### src/rtl/mem_access_unit_pkg.sv
// Shared state codes and defaults for the MEM-stage load/store unit.
// The FSM state encoding is fixed at 2 bits so the unused value 3 can be recovered.
package mem_access_unit_pkg;

  typedef enum logic [1:0] {
    MAU_IDLE   = 2'd0,
    MAU_ACCESS = 2'd1,
    MAU_DONE   = 2'd2
  } mau_state_e;

  localparam int MAU_TIMEOUT_DEFAULT = 15;
  localparam int MAU_CNT_W_DEFAULT   = 8;

endpackage

### src/rtl/mem_access_unit_wait_counter.sv
// Wait-cycle counter for outstanding bus accesses.
// The expire flag is raised while the count sits at TIMEOUT-1.
module mau_wait_counter
  import mem_access_unit_pkg::*;
#(
  parameter int TIMEOUT = MAU_TIMEOUT_DEFAULT,
  parameter int CNT_W   = MAU_CNT_W_DEFAULT
) (
  input  logic clk,
  input  logic rst_n,
  input  logic clear,
  input  logic en,
  output logic expire
);

  localparam logic [CNT_W-1:0] LAST = CNT_W'(TIMEOUT - 1);

  logic [CNT_W-1:0] cnt;

  always_ff @(posedge clk or negedge rst_n) begin
    if (!rst_n) begin
      cnt <= '0;
    end else if (clear) begin
      cnt <= '0;
    end else if (en) begin
      cnt <= cnt + 1'b1;
    end
  end

  assign expire = (cnt == LAST);

endmodule

### src/rtl/mem_access_unit.sv
// MEM-stage load/store unit: passes non-memory instructions straight through and runs
// loads/stores over a req/ack bus with wait states and a timeout, stalling upstream meanwhile.
module mem_access_unit
  import mem_access_unit_pkg::*;
#(
  parameter int TIMEOUT = MAU_TIMEOUT_DEFAULT,
  parameter int CNT_W   = MAU_CNT_W_DEFAULT
) (
  input  logic        clk,
  input  logic        rst_n,
  input  logic        ex_mem_read,
  input  logic        ex_mem_write,
  input  logic        ex_reg_write,
  input  logic        ex_mem_to_reg,
  input  logic [15:0] ex_alu_result,
  input  logic [15:0] ex_write_data,
  input  logic [2:0]  ex_write_reg,
  output logic        mem_reg_write,
  output logic        mem_mem_to_reg,
  output logic [15:0] mem_alu_result,
  output logic [15:0] mem_read_data,
  output logic [2:0]  mem_write_reg,
  output logic        mem_stall,
  output logic        mem_bus_err,
  output logic        dmem_req,
  output logic        dmem_we,
  output logic [15:0] dmem_addr,
  output logic [15:0] dmem_wdata,
  input  logic        dmem_ack,
  input  logic [15:0] dmem_rdata
);

  mau_state_e  state, state_nxt;
  logic        access;
  logic        start, ack_hit, timeout;
  logic        cnt_clear, cnt_en, expire;
  logic        lat_reg_write, lat_mem_to_reg, lat_load;
  logic [2:0]  lat_write_reg;
  logic [15:0] rdata_q;
  logic        err;

  assign access = ex_mem_read | ex_mem_write;

  mau_wait_counter #(
    .TIMEOUT(TIMEOUT),
    .CNT_W  (CNT_W)
  ) u_wait_counter (
    .clk   (clk),
    .rst_n (rst_n),
    .clear (cnt_clear),
    .en    (cnt_en),
    .expire(expire)
  );

  always_ff @(posedge clk or negedge rst_n) begin
    if (!rst_n) begin
      state <= MAU_IDLE;
    end else begin
      state <= state_nxt;
    end
  end

  always_comb begin
    state_nxt      = MAU_IDLE;
    start          = 1'b0;
    ack_hit        = 1'b0;
    timeout        = 1'b0;
    cnt_clear      = 1'b0;
    cnt_en         = 1'b0;
    mem_reg_write  = 1'b0;
    mem_mem_to_reg = 1'b0;
    mem_alu_result = '0;
    mem_read_data  = '0;
    mem_write_reg  = '0;
    mem_stall      = 1'b0;
    mem_bus_err    = 1'b0;
    case (state)
      MAU_IDLE: begin
        mem_mem_to_reg = ex_mem_to_reg;
        mem_alu_result = ex_alu_result;
        mem_write_reg  = ex_write_reg;
        if (access) begin
          // Bubble into WB while the access is launched
          start     = 1'b1;
          cnt_clear = 1'b1;
          mem_stall = 1'b1;
          state_nxt = MAU_ACCESS;
        end else begin
          mem_reg_write = ex_reg_write;
        end
      end
      MAU_ACCESS: begin
        mem_stall      = 1'b1;
        mem_mem_to_reg = lat_mem_to_reg;
        mem_alu_result = dmem_addr;
        mem_write_reg  = lat_write_reg;
        // An ack on the expiring cycle still completes normally
        if (dmem_ack) begin
          ack_hit   = 1'b1;
          state_nxt = MAU_DONE;
        end else if (expire) begin
          timeout   = 1'b1;
          state_nxt = MAU_DONE;
        end else begin
          cnt_en    = 1'b1;
          state_nxt = MAU_ACCESS;
        end
      end
      MAU_DONE: begin
        mem_mem_to_reg = lat_mem_to_reg;
        mem_alu_result = dmem_addr;
        mem_write_reg  = lat_write_reg;
        mem_reg_write  = lat_reg_write & ~err;
        mem_read_data  = err ? 16'h0000 : rdata_q;
        mem_bus_err    = err;
        state_nxt      = MAU_IDLE;
      end
      default: state_nxt = MAU_IDLE;
    endcase
    // The pass-through path must not leak EX values while reset is held
    if (!rst_n) begin
      mem_reg_write  = 1'b0;
      mem_mem_to_reg = 1'b0;
      mem_alu_result = '0;
      mem_read_data  = '0;
      mem_write_reg  = '0;
      mem_stall      = 1'b0;
      mem_bus_err    = 1'b0;
    end
  end

  always_ff @(posedge clk or negedge rst_n) begin
    if (!rst_n) begin
      dmem_req       <= 1'b0;
      dmem_we        <= 1'b0;
      dmem_addr      <= '0;
      dmem_wdata     <= '0;
      rdata_q        <= '0;
      err            <= 1'b0;
      lat_reg_write  <= 1'b0;
      lat_mem_to_reg <= 1'b0;
      lat_load       <= 1'b0;
      lat_write_reg  <= '0;
    end else begin
      if (start) begin
        dmem_req       <= 1'b1;
        dmem_we        <= ex_mem_write;
        dmem_addr      <= ex_alu_result;
        dmem_wdata     <= ex_write_data;
        lat_reg_write  <= ex_reg_write;
        lat_mem_to_reg <= ex_mem_to_reg;
        lat_write_reg  <= ex_write_reg;
        lat_load       <= ex_mem_read & ~ex_mem_write;
        err            <= 1'b0;
      end
      if (ack_hit) begin
        dmem_req <= 1'b0;
        if (lat_load) rdata_q <= dmem_rdata;
      end
      if (timeout) begin
        dmem_req <= 1'b0;
        err      <= 1'b1;
      end
      if (state == MAU_DONE) err <= 1'b0;
    end
  end

endmodule

### config.mk
export PLATFORM = sky130hd
export DESIGN_NAME = mem_access_unit
export DESIGN_NICKNAME = d
export VERILOG_FILES = /design/src/rtl/mem_access_unit_pkg.sv /design/src/rtl/mem_access_unit_wait_counter.sv /design/src/rtl/mem_access_unit.sv
export SDC_FILE = /design/constraint.sdc
export NUM_CORES = 1
export LEC_CHECK = 0
export ABC_CLOCK_PERIOD_IN_PS = 2200
export CORE_AREA = 5 5 91 93
export DETAILED_ROUTE_END_ITERATION = 6
export DIE_AREA = 0 0 96 98
export GPL_TIMING_DRIVEN = 0
export PLACE_DENSITY = 0.8
export RECOVER_POWER = 25
export SYNTH_ARGS = -nofsm -noshare
export SYNTH_HDL_FRONTEND = slang
export SYNTH_SLANG_ARGS = --single-unit
### constraint.sdc
create_clock -name clk -period 2.2 [get_ports clk]
set_clock_uncertainty 0.15 [all_clocks]
set_input_delay 0.66 -clock clk [delete_from_list [all_inputs] [get_ports clk]]
set_output_delay 0.66 -clock clk [all_outputs]
set_load 0.05 [all_outputs]
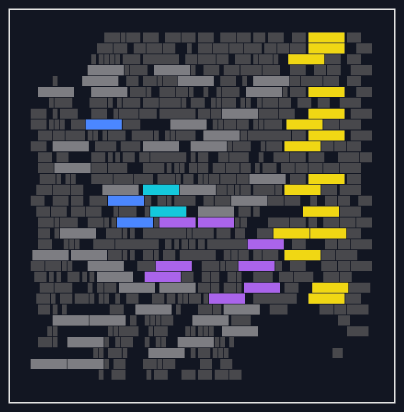
**Above:** run 1 (register map, names as in the netlist).
(4 px per um)
color	name in the netlist	sequential cells
purple	u_wait_counter.cnt	8
blue	lat_write_reg	3
cyan	state	2
yellow	rdata_q	16
not colored	38
Finished Core Util: 0.733
register area: 1680 um^2
power in sequential cells: 2.16 mW
Seq/total area: 0.307

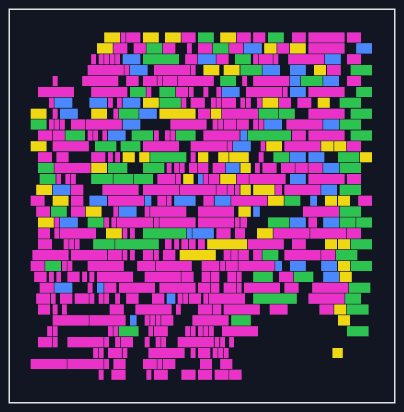
**Above:** run 1 (cell sizes after repair).
(4 px per um)
color	size	cells	share	most used
blue	x2	51	10%	a22oi_2
magenta	x1 and smaller	323	66%	nand2_1
green	x6 and larger	64	13%	buf_8
yellow	x3 and x4	52	11%	nor2_4
bufs w/o clock: 161
fin worst setup slack: -380 ps
area grow syn2layout: 75.7%
cell area after layout: 5460 um^2

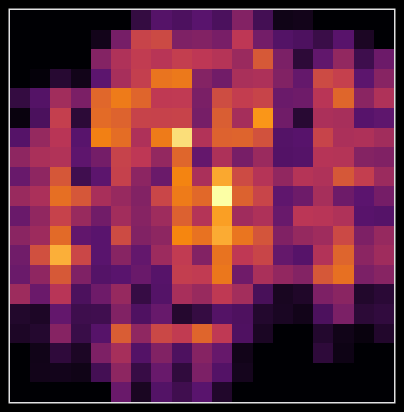
**Above:** run 1 (signal metal coverage by tile).
(4 px per um) 19 x 20 tiles, from black (low) to pale yellow (high), scaled to the fullest tile. Values are wire area over tile area, all layers added.
mean over tiles	0.18
tiles over half the peak	22%
nearly empty tiles	13%
densest ninth of the die	center
emptiest ninth of the die	south-east

-- run 1: how the worst max path moves through the flow --
stage	from	end	slack, ps	depth (start not counted)
finish	state[0]	mem_read_data[14]	-380	7
global route	state[0]	mem_read_data[14]	-450	7
CTS	state[1]	mem_alu_result[8]	-330	6
detailed placement	rst_n	mem_read_data[6]	-1760	6
global placement	rst_n	mem_read_data[6]	-3920	6
floorplan	rst_n	mem_read_data[10]	-60	4
-- run 1: per-stage QoR --
stage	power [mW]	setup slack (ps)	cell area, um^2	cells
4_1_cts	8.54	-333	5350	588
3_5_place_dp	6.78	-1760	4710	564
5_1_grt	9.27	-450	5460	592
3_3_place_gp	6.67	-3920	4720	564
2_1_floorplan	5.25	-55.6	3290	332
6_report	8.81	-380	5460	592
==> flow_summary.yaml, run 1 <==
# implementation run metrics
synthesis:
  aoi_share: 0.0842
  yosysTopAreaCell: "dfrtp_1"
  fp_nets: 396
  ys_ff: 67
  yosysSeqAreaShare: 0.540
  ys_sh_mux: 0.0580
  syn_area_per_cell_um2: 9.35
  ff_type: "dfrtp_1"
  synth-edff-count: 0
  area_leaders: "dfrtp_1 (54%), nand2_1 (14%), mux2_2 (5.8%), a22oi_1 (5.1%), nor2_1 (3.5%)"
  simple_gate_share: 0.252
  syn_area_um2: 3110
  top_cell: "nand2_1"
  synth-area-yosys_um2: 3110
final_timing:
  relSlewSlack: 0.0547
  hold_slack_ps: 273
  fin_ws_ps: -380
  setup_tns_ps: -12400
  setup_viol: 39
power:
  p_leak_nw: 2.60
  p_int_mw: 4.55
  p_switching_mw: 4.26
  p_seq_frac: 0.245
  pwr-share-comb: 0.598
  ir_worst_vdd_uv: 1140
worst_setup_path:
  critPathBufInv: 3
  crit_required_ps: 1390
  reg2reg_from: "state[0]"
  critPathTopFamily: "buffers and inverters"
  crit_type: "reg -> out"
  arrival_ps: 1770
  worstPathMaxFanout: 5
  crit_slowest_cell: "dfrtp_1"
clock_tree:
  cts.htree.levels: 3
  cts_buffers: 9
  root_buffer: "clkbuf_8"
detailed_routing:
  ant_nets: 0
  wirelength_um: 10500
  via_per_inst: 5.06
  dr_wl_met2_um: 5450
final_layout:
  comb_cells: 242
  fill_cells: 522
  comb_share: 0.310
  seq_cells: 67
  final-clk-cell-share: 0.0486
  nClkBuffers: 10
  buffer_area_frac: 0.307
global_routing:
  grt_usage: 0.223
  grt_pass1_wl_um: 16300
  grt-ovfl-total: 0
  grt_pass1_vias: 3242
  grt_use_met2: 0.370
  grt_use_met1: 0.265
min_path:
  hold_class: "in -> async"
placement:
  gp_congestion: 0.786
  port_buffers: 130
outcome:
  outcome: "finished, violations left"
  violations: "setup timing"
floorplan:
  num_rows: 32
  fp.dieW_um: 96
**Run 1: met3 routing**

(4 px per um)
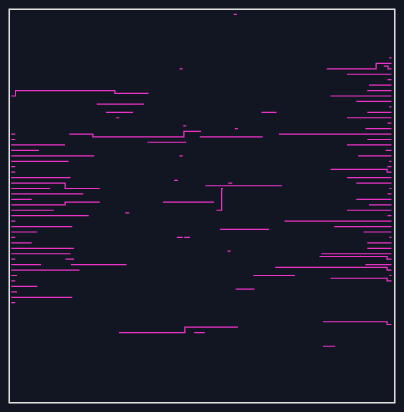

--- run 2 (diff from run 1) ---
--- a/config.mk
+++ b/config.mk
@@ -6,12 +6,13 @@
 export NUM_CORES = 1
 export LEC_CHECK = 0
 export ABC_CLOCK_PERIOD_IN_PS = 2200
-export CORE_AREA = 5 5 91 93
+export CORE_AREA = 5 5 92 94
 export DETAILED_ROUTE_END_ITERATION = 6
-export DIE_AREA = 0 0 96 98
+export DIE_AREA = 0 0 97 99
 export GPL_TIMING_DRIVEN = 0
-export PLACE_DENSITY = 0.8
+export PLACE_DENSITY = 0.79
 export RECOVER_POWER = 25
 export SYNTH_ARGS = -nofsm -noshare
 export SYNTH_HDL_FRONTEND = slang
+export SYNTH_HIERARCHICAL = 1
 export SYNTH_SLANG_ARGS = --single-unit
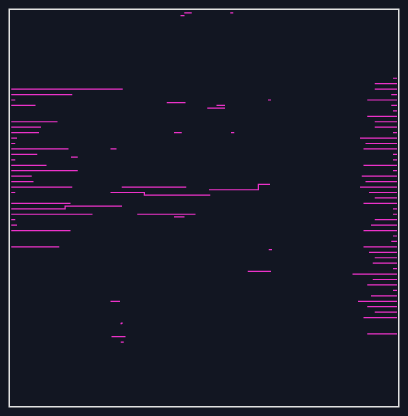
**Above:** run 2 (met3 routing).
(4 px per um)
nets with wire on the layer	81
longest straight run	27.6 um
share of all routed wire	6.2%
wire length on this layer	578 um
Post-Route WL: 9280 um
via count: 2656
met3 GRT Util: 0.0609

==> flow_summary.yaml, run 2 <==
# implementation run metrics
outcome:
  outcome: "finished, violations left"
  violations: "setup timing"
clock_tree:
  post_cts_buffers: 11
  cts_buffers: 9
  cts.htree.levels: 3
  root_buffer: "clkbuf_8"
synthesis:
  yosysTopAreaCell: "dfrtp_1"
  syn_area_per_cell_um2: 12.5
  syn_area_um2: 3170
  fp_nets: 318
  synth-edff-count: 0
  ys_ff: 67
  yosysSeqAreaShare: 0.530
  ff_type: "dfrtp_1"
  aoi_share: 0.0806
  ys_sh_mux: 0.207
  area_leaders: "dfrtp_1 (53%), mux2_2 (16%), a22oi_1 (4.7%), mux2_4 (4.7%), and2_1 (3.2%)"
  top_cell: "dfrtp_1"
  synth-area-yosys_um2: 3170
  simple_gate_share: 0.109
detailed_routing:
  via_per_inst: 5.02
  dr_wl_met2_um: 4790
  route.met3.wl_um: 577
  ant_nets: 0
  topRoutingLayerUsed: "met4"
worst_setup_path:
  arrival_ps: 1710
  critPathTopFamily: "flip-flops"
  crit_slowest_cell: "dfrtp_2"
  crit_type: "reg -> out"
  crit_required_ps: 1390
  worstPathMaxFanout: 5
  critPathBufInv: 3
  reg2reg_from: "state[1]"
  worstSetupEndpoint: "mem_write_reg[2]"
  crit_path_start: "state[1]"
  cp.depth: 6
final_layout:
  final_cells: 529
  design_area_um2: 5570
  nClkBuffers: 13
  comb_share: 0.314
  seq_cells: 67
  buffer_area_frac: 0.321
  fill_cells: 499
  seq_area_um2: 1680
  n_all_buffers: 172
  comb_cells: 165
  sh_seq_area: 0.302
  area.growth.synth_to_final_pct: 75.8
global_routing:
  grt_pass1_wl_um: 15400
  grt_use_met2: 0.342
  antenna_found_initial: 1
  grt_usage: 0.199
  grt_use_met1: 0.232
  grt_pass1_vias: 2966
final_timing:
  setup_tns_ps: -11060
  tightest_slew_ps: 1110
  relSlewSlack: 0.261
  fin_ws_ps: -319
  setup_viol: 39
  hold_slack_ps: 224
floorplan:
  boundaryPins: 131
  fp.dieW_um: 97
  num_rows: 32
  fp-utilization: 0.418
power:
  fin_total_pwr_mw: 8.73
  p_leak_nw: 2.41
  ir_worst_vdd_uv: 1060
min_path:
  hold_class: "in -> async"
placement:
  dp_cells: 486
  dp_slack_ps: -1410
  gp_congestion: 0.721
  postPlaceCellArea_um2: 4800
  port_buffers: 130
[run 2: netlist changes by cell type after synthesis, moves of 4 or more]
cell | previous run | this run
nand2_1 | 118 | 4
mux2_2 | 16 | 44
mux2_4 | 0 | 10
clkbuf_1 | 12 | 7
buf_2 | 7 | 3
[run 2: power by group]
part / leakage [nW] / switching, mW / internal, mW
sequential: 0.802 / 0.353 / 1.79
clock: 0.0995 / 0.446 / 0.579
combinational: 1.51 / 3.28 / 2.28
[run 2: kinds of logic after synthesis]
group / after synthesis
adder cells (fa/ha/maj): 7
AND/OR/NAND/NOR: 64
XOR/XNOR: 4
multiplexers: 55
buffers and inverters: 21
flip-flops: 67
AND-OR/OR-AND: 35
**Run 2: the clock network**

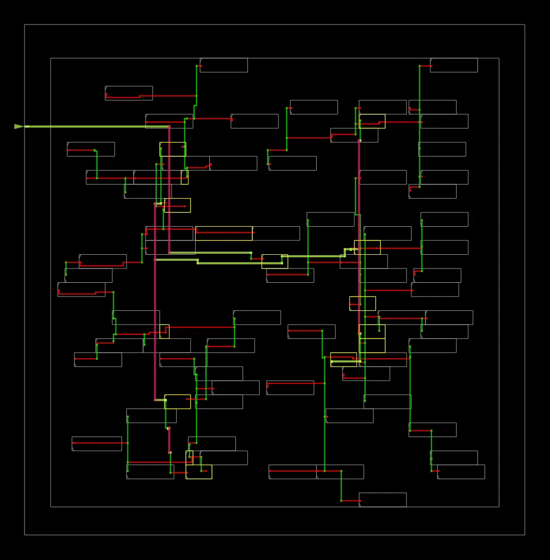

--- run 3 (diff from run 2) ---
--- a/config.mk
+++ b/config.mk
@@ -6,11 +6,12 @@
 export NUM_CORES = 1
 export LEC_CHECK = 0
 export ABC_CLOCK_PERIOD_IN_PS = 2200
-export CORE_AREA = 5 5 92 94
+export CORE_AREA = 5 5 91 93
+export CTS_BUF_LIST = sky130_fd_sc_hd__clkbuf_8
 export DETAILED_ROUTE_END_ITERATION = 6
-export DIE_AREA = 0 0 97 99
+export DIE_AREA = 0 0 96 98
 export GPL_TIMING_DRIVEN = 0
-export PLACE_DENSITY = 0.79
+export PLACE_DENSITY = 0.81
 export RECOVER_POWER = 25
 export SYNTH_ARGS = -nofsm -noshare
 export SYNTH_HDL_FRONTEND = slang
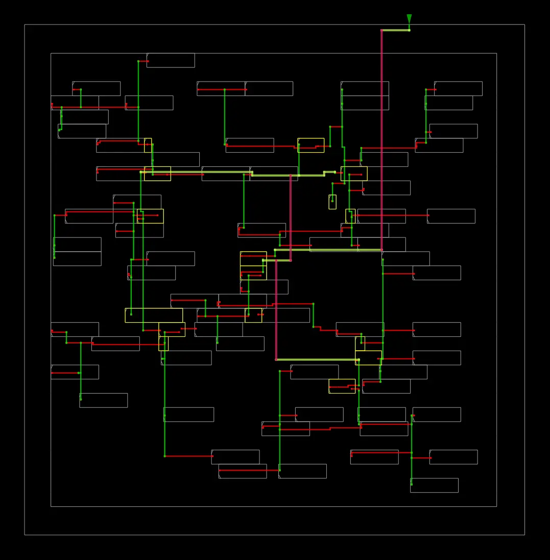
**Above:** run 3 (the clock network).
CTS sink count: 67
flop count: 67

==> flow_summary.yaml, run 3 <==
# implementation run metrics
synthesis:
  yosysTopAreaCell: "dfrtp_1"
  ff_type: "dfrtp_1"
  yosysSeqAreaShare: 0.530
  async_reset_ff_frac: 1.00
  synth-area-yosys_um2: 3170
  top_cell: "dfrtp_1"
  syn_inst: 253
  ys_ff: 67
  syn_area_um2: 3170
  common_cells: "dfrtp_1 (67), mux2_2 (44), nor2_1 (26)"
  area_leaders: "dfrtp_1 (53%), mux2_2 (16%), a22oi_1 (4.7%), mux2_4 (4.7%), and2_1 (3.2%)"
  synth-edff-count: 0
  fp_nets: 318
  syn_area_per_cell_um2: 12.5
worst_setup_path:
  crit_type: "reg -> out"
  worstSetupEndpoint: "mem_alu_result[3]"
  crit_path_start: "state[0]"
  r2r_end: "u_wait_counter/cnt[7]"
  worstSetupEndpointType: "output pin"
  worst_r2r_path_depth: 8
  worstPathMaxFanout: 10
  reg2reg_from: "u_wait_counter/cnt[1]"
  arrival_ps: 1720
  crit_required_ps: 1390
global_routing:
  busiest_layer: "met2"
  grt_util_met3: 0.0578
  grt-ovfl-total: 0
  grt_pass1_vias: 2922
  grt_usage: 0.210
  grt_pass1_wl_um: 15300
  grt_use_met1: 0.251
  antenna_found_initial: 1
  grt_max_degree: 37
  grt_use_met2: 0.352
final_layout:
  fill_cells: 482
  area.growth.synth_to_final_pct: 75.7
  n_all_buffers: 164
  final_cells: 521
  sh_seq_area: 0.302
  comb_share: 0.319
  seq_area_um2: 1680
  top_regs: "dmem_addr x16, dmem_wdata x16, rdata_q x16"
  buffer_area_frac: 0.318
  nClkBuffers: 9
  comb_cells: 165
  final_util: 0.747
  design_area_um2: 5560
floorplan:
  taps: 102
  boundaryPins: 131
  fp.dieW_um: 96
  fp-utilization: 0.425
  die_area_um2: 9410
  chipHeight_um: 98
  num_rows: 32
final_timing:
  setup_viol: 38
  final-hold-violation-count: 0
  tightest_slew_ps: 1050
  relSlewSlack: 0.301
  hold_slack_ps: 276
  setup_tns_ps: -11260
  fin_ws_ps: -332
clock_tree:
  root_buffer: "clkbuf_8"
  cts.htree.levels: 3
  insertion_delay_ps: 340
  post_cts_buffers: 6
  cts_buffers: 9
power:
  power.group.top: "combinational logic"
  p_leak_nw: 2.41
  ir_worst_vdd_uv: 968
  swShare: 0.479
  seq-power_mw: 2.18
  p_seq_frac: 0.253
  fin_total_pwr_mw: 8.64
  p_comb_mw: 5.48
  p_switching_mw: 4.14
  powerClk_mw: 0.978
  p_int_mw: 4.50
  pwr-share-comb: 0.634
  pwr-share-clk: 0.113
min_path:
  hold_class: "in -> async"
detailed_routing:
  ant_nets: 0
  route.met3.wl_um: 612
  wirelength_um: 9990
  via_per_inst: 5.07
  wl_per_cell_um: 19.2
  dr_wl_met2_um: 5350
  vias: 2639
  topRoutingLayerUsed: "met5"
placement:
  port_buffers: 130
  gp_congestion: 0.754
  postPlaceCellArea_um2: 4800
  dp_cells: 486
  dp_slack_ps: -1410
outcome:
  violations: "setup timing"
  outcome: "finished, violations left"
run:
  maxCapViolations: 0
  tool_warnings: 34
## run 3: cell counts after synthesis
No cell type changed its count.
## run 3: cell families (layout without fill, tap and decap cells)
kind of cell,after synthesis,after routing,synth area share
adder cells (fa/ha/maj),7,7,0.0277
AND-OR/OR-AND,35,35,0.0806
XOR/XNOR,4,4,0.0111
buffers and inverters,21,187,0.0344
flip-flops,67,67,0.530
multiplexers,55,55,0.207
AND/OR/NAND/NOR,64,64,0.109
## run 3: worst max-delay path, cell delays in order (launching register included)
cell and delay, ps:
dfrtp_1 410, inv_2 130, ha_4 240, clkbuf_16 170, a22oi_2 250, nor2_4 50
buf_6 150
Power and IR drop assume default switching activity.
